==> config.mk <==
export PLATFORM = sky130hd
export DESIGN_NAME = lcd_secuenciador_flat
export DESIGN_NICKNAME = d
export VERILOG_FILES = /design/src/rtl/lcd_pkg.sv /design/src/rtl/lcd_secuenciador_if.sv /design/src/rtl/lcd_escritor.sv /design/src/rtl/lcd_secuenciador.sv /design/src/flat_wrapper.sv
export SDC_FILE = /design/constraint.sdc
export NUM_CORES = 1
export LEC_CHECK = 0
export ABC_AREA = 0
export CAP_MARGIN = 20
export CORE_MARGIN = 2
export CORE_UTILIZATION = 59
export DETAILED_ROUTE_END_ITERATION = 8
export PLACE_DENSITY = 0.82
export SETUP_SLACK_MARGIN = 0.1
export SYNTH_ARGS = -nofsm -noshare
export SYNTH_HDL_FRONTEND = slang
export SYNTH_HIERARCHICAL = 1
export SYNTH_SLANG_ARGS = --single-unit
==> constraint.sdc <==
create_clock -name clk -period 4.9 [get_ports clk]
set_input_delay 0.98 -clock clk [delete_from_list [all_inputs] [get_ports clk]]
set_output_delay 0.98 -clock clk [all_outputs]
set_load 0.02 [all_outputs]
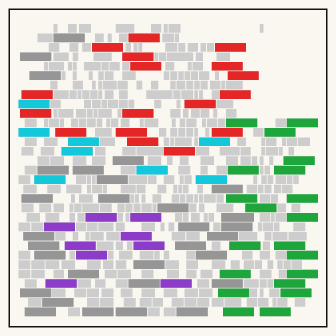
run_1/flops_by_reg.png
| netlist name | color | placed flops |
|---|---|---|
| u_core/uni_q | purple | 9 |
| u_core/u_escritor/lcd_data | cyan | 8 |
| u_core/pw_q | green | 20 |
| u_core/u_escritor/cnt_q | red | 17 |
not colored: 30
sequential power: 0.000831 W
Post-Route Utilization: 70.2%
FF/Latch Area: 2100 µm²

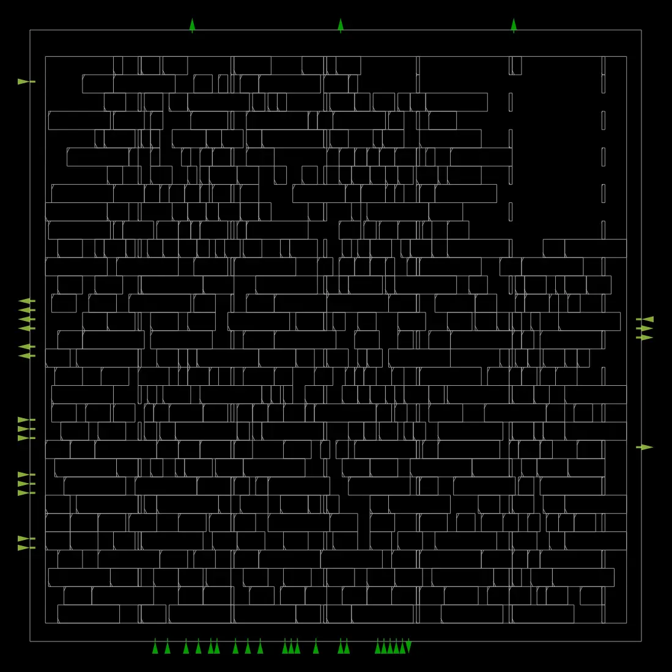
run_1/placement.png
flop share of the area: 41.1%
Flops: 84
Well Taps: 99

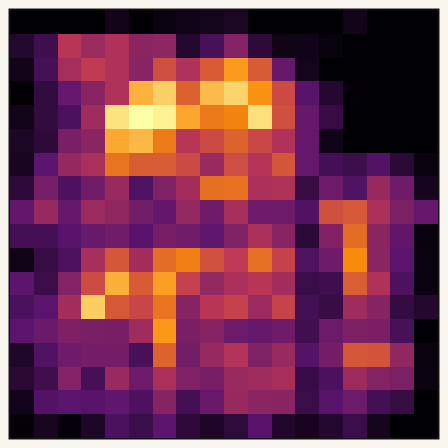
run_1/metal_density.png
The die is cut into 18 by 18 equal tiles; black is low, pale yellow is high, scaled to the fullest tile. Values are wire area over tile area, all layers added.
nearly empty tiles: 12%
emptiest ninth of the die: north-east
mean over tiles: 0.18
fullest tile: 0.57
tiles over half the peak: 19%
Tot GR Track Use: 24.2%
wire length per cell: 16.8 µm
routed via count: 3347

==> results.txt, run 1 <==
flow finished, numbers: met2 usage 37.3%, Hold Fails Final Rpt 0, Max-Cap Viols 0, Net Sw Frac 33.7%, dpl cell area 4930 µm², Power Internal 0.00112 W, Yosys Chip Area 4460 µm², layout cell share with drive strength beyond 1 18.5%, final cell count without fillers 553, Place WS 1.61 ns, Synth Warn # 6, Critical Path Fanout Max 35, IO Pins 43, chip area 8280 µm², logic area 2220 µm², CTS tree done, htree depth 3, outcome finished, final reports clean, Core Area 7290 µm², WP depth 10, Crit. End Element register, RSZ-0062 raised after global routing false, Adder Area Share 3.08%, Sw Pwr 0.000571 W, GPL Wtd Cong 0.920, Floorplan Utilization 61.2%, Top cells excl fill/tap dfrtp_1, clkdlybuf4s50_1, mux2_2, synth unique cells 70, Area leader share 46.5%, residual DRC count 0, xor/xnor share 4.90%, reg2reg setup slack 1.55 ns, initial DRC count 233, largest net degree at the start of global routing 36, CTS Hold Bufs 0
-- run 1: final cells by class --
type | instances | share of cell area (%)
clock buffers | 9 | 2.42
clock inverters | 7 | 1.37
inverters | 12 | 0.880
multi-input cells | 298 | 43.4
flip-flops and latches | 84 | 41.1
well taps | 99 | 2.42
repair buffers | 44 | 8.45
-- run 1: power by group through the flow --
| stage | Combinational [W] | Clock [W] | Sequential, W |
|---|---|---|---|
| after floorplan | 0.000284 | 0 | 0.000826 |
| after global placement | 0.000368 | 0 | 0.000838 |
| after detailed placement | 0.000376 | 0 | 0.000842 |
| after CTS | 0.000378 | 0.000494 | 0.000829 |
| after global routing | 0.000418 | 0.000521 | 0.000840 |
| final | 0.000382 | 0.000480 | 0.000831 |
--- run 2 (diff from run 1) ---
--- a/config.mk
+++ b/config.mk
@@ -8,9 +8,9 @@
 export ABC_AREA = 0
 export CAP_MARGIN = 20
 export CORE_MARGIN = 2
-export CORE_UTILIZATION = 59
+export CORE_UTILIZATION = 52
 export DETAILED_ROUTE_END_ITERATION = 8
-export PLACE_DENSITY = 0.82
+export PLACE_DENSITY = 0.76
 export SETUP_SLACK_MARGIN = 0.1
 export SYNTH_ARGS = -nofsm -noshare
 export SYNTH_HDL_FRONTEND = slang
==> constraint.sdc (replaced) <==
create_clock -name clk -period 2.7 [get_ports clk]
set_input_delay 0.54 -clock clk [delete_from_list [all_inputs] [get_ports clk]]
set_output_delay 0.54 -clock clk [all_outputs]
set_load 0.02 [all_outputs]
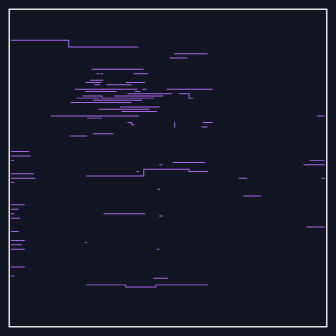
run_2/layer_met3.png
nets with wire on the layer: 57
share of all routed wire: 5.2%
wire length on this layer: 512 µm
main direction: horizontal
longest straight run: 26.7 µm
WL final: 9.89 mm
GR Util met3: 4.12%
routed via count: 3437

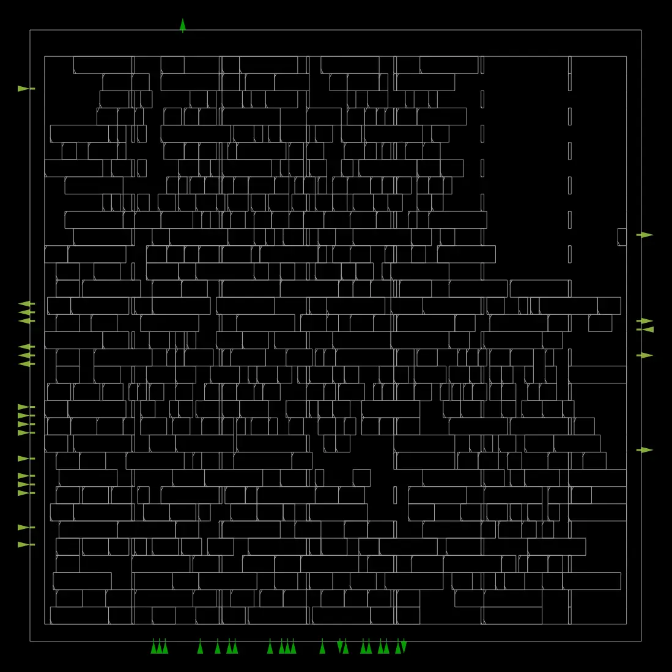
run_2/placement.png
flop share of the area: 38.9%
Post-Route Utilization: 65.4%
Core Area: 8260 µm²

==> run 2 against run 1 <==
  * Maximum frequency grew 33%
  * Flip-flop count is the same
  * Die area grew 13%
  * Via count grew 2.7%
  * Critical endpoint unchanged
  * Largest power group unchanged
==> results.txt, run 2 <==
flow finished, numbers: outcome finished, final reports clean, reg2reg setup slack 0.19 ns (-1.36 ns), WP depth 13 (+3), Synth Warn # 6 (unchanged), xor/xnor share 4.90% (unchanged), Area leader share 46.5% (unchanged), largest net degree at the start of global routing 41 (+14%), GPL Wtd Cong 0.911 (-1.0%), Top cells excl fill/tap dfrtp_1, clkdlybuf4s50_1, mux2_2, logic area 2270 µm² (+2.3%), wire length per cell 17.0 µm (+0.96%), Sw Pwr 0.00103 W (+80%), chip area 9340 µm² (+13%), CTS Hold Bufs 0 (unchanged), Yosys Chip Area 4460 µm² (unchanged), Max-Cap Viols 0 (unchanged), Hold Fails Final Rpt 0 (unchanged), CTS tree done, FF/Latch Area 2100 µm² (unchanged), dpl cell area 5070 µm² (+3.0%)
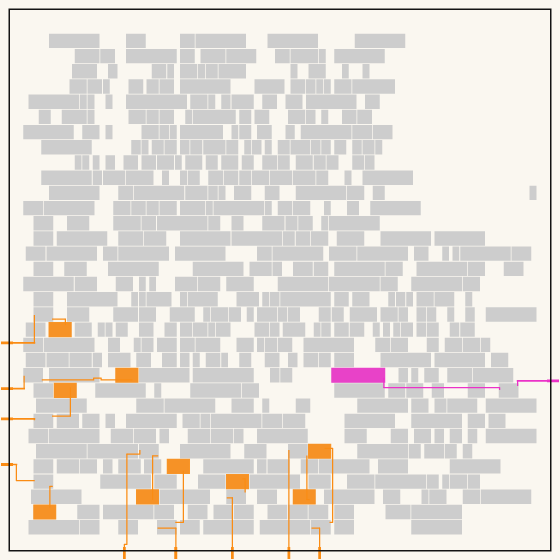
run_2/io_fan.png
| port | color | bits | direction | edge | end cells | buffers | wire |
|---|---|---|---|---|---|---|---|
| bus_ocupado | magenta | 1 | output | east | 1 | 1 | 28.9 µm |
| bus_mostrar_dec | orange | 9 | input | 5 south, 4 west | 9 | 9 | 162 µm |
Port-buffer cells: 41
IO Pins: 43

-- run 2: cell counts after synthesis --
No cell type changed its count.
-- run 2: cell type report --
class,count,share of cell area (%)
clock inverters,5,1.55
inverters,12,0.880
repair buffers,67,11.5
clock buffers,11,2.62
multi-input cells,298,42.1
flip-flops and latches,84,38.9
well taps,105,2.43
-- run 2: power by group through the flow --
stage	sequential (W)	combinational [W]	clock (W)
after floorplan	0.00150	0.000516	0
after global placement	0.00151	0.000710	0
after detailed placement	0.00152	0.000733	0
after CTS	0.00150	0.000749	0.00103
after global routing	0.00153	0.000921	0.00109
final	0.00151	0.000842	0.00100
-- run 2: repair_timing --
action,in CTS,in global routing
resized,0,16
endpoints found under the setup margin,2,24
pin swaps,2,7
buffers inserted,3,3
No activity file was given, so power comes from the tool's default toggle rates.
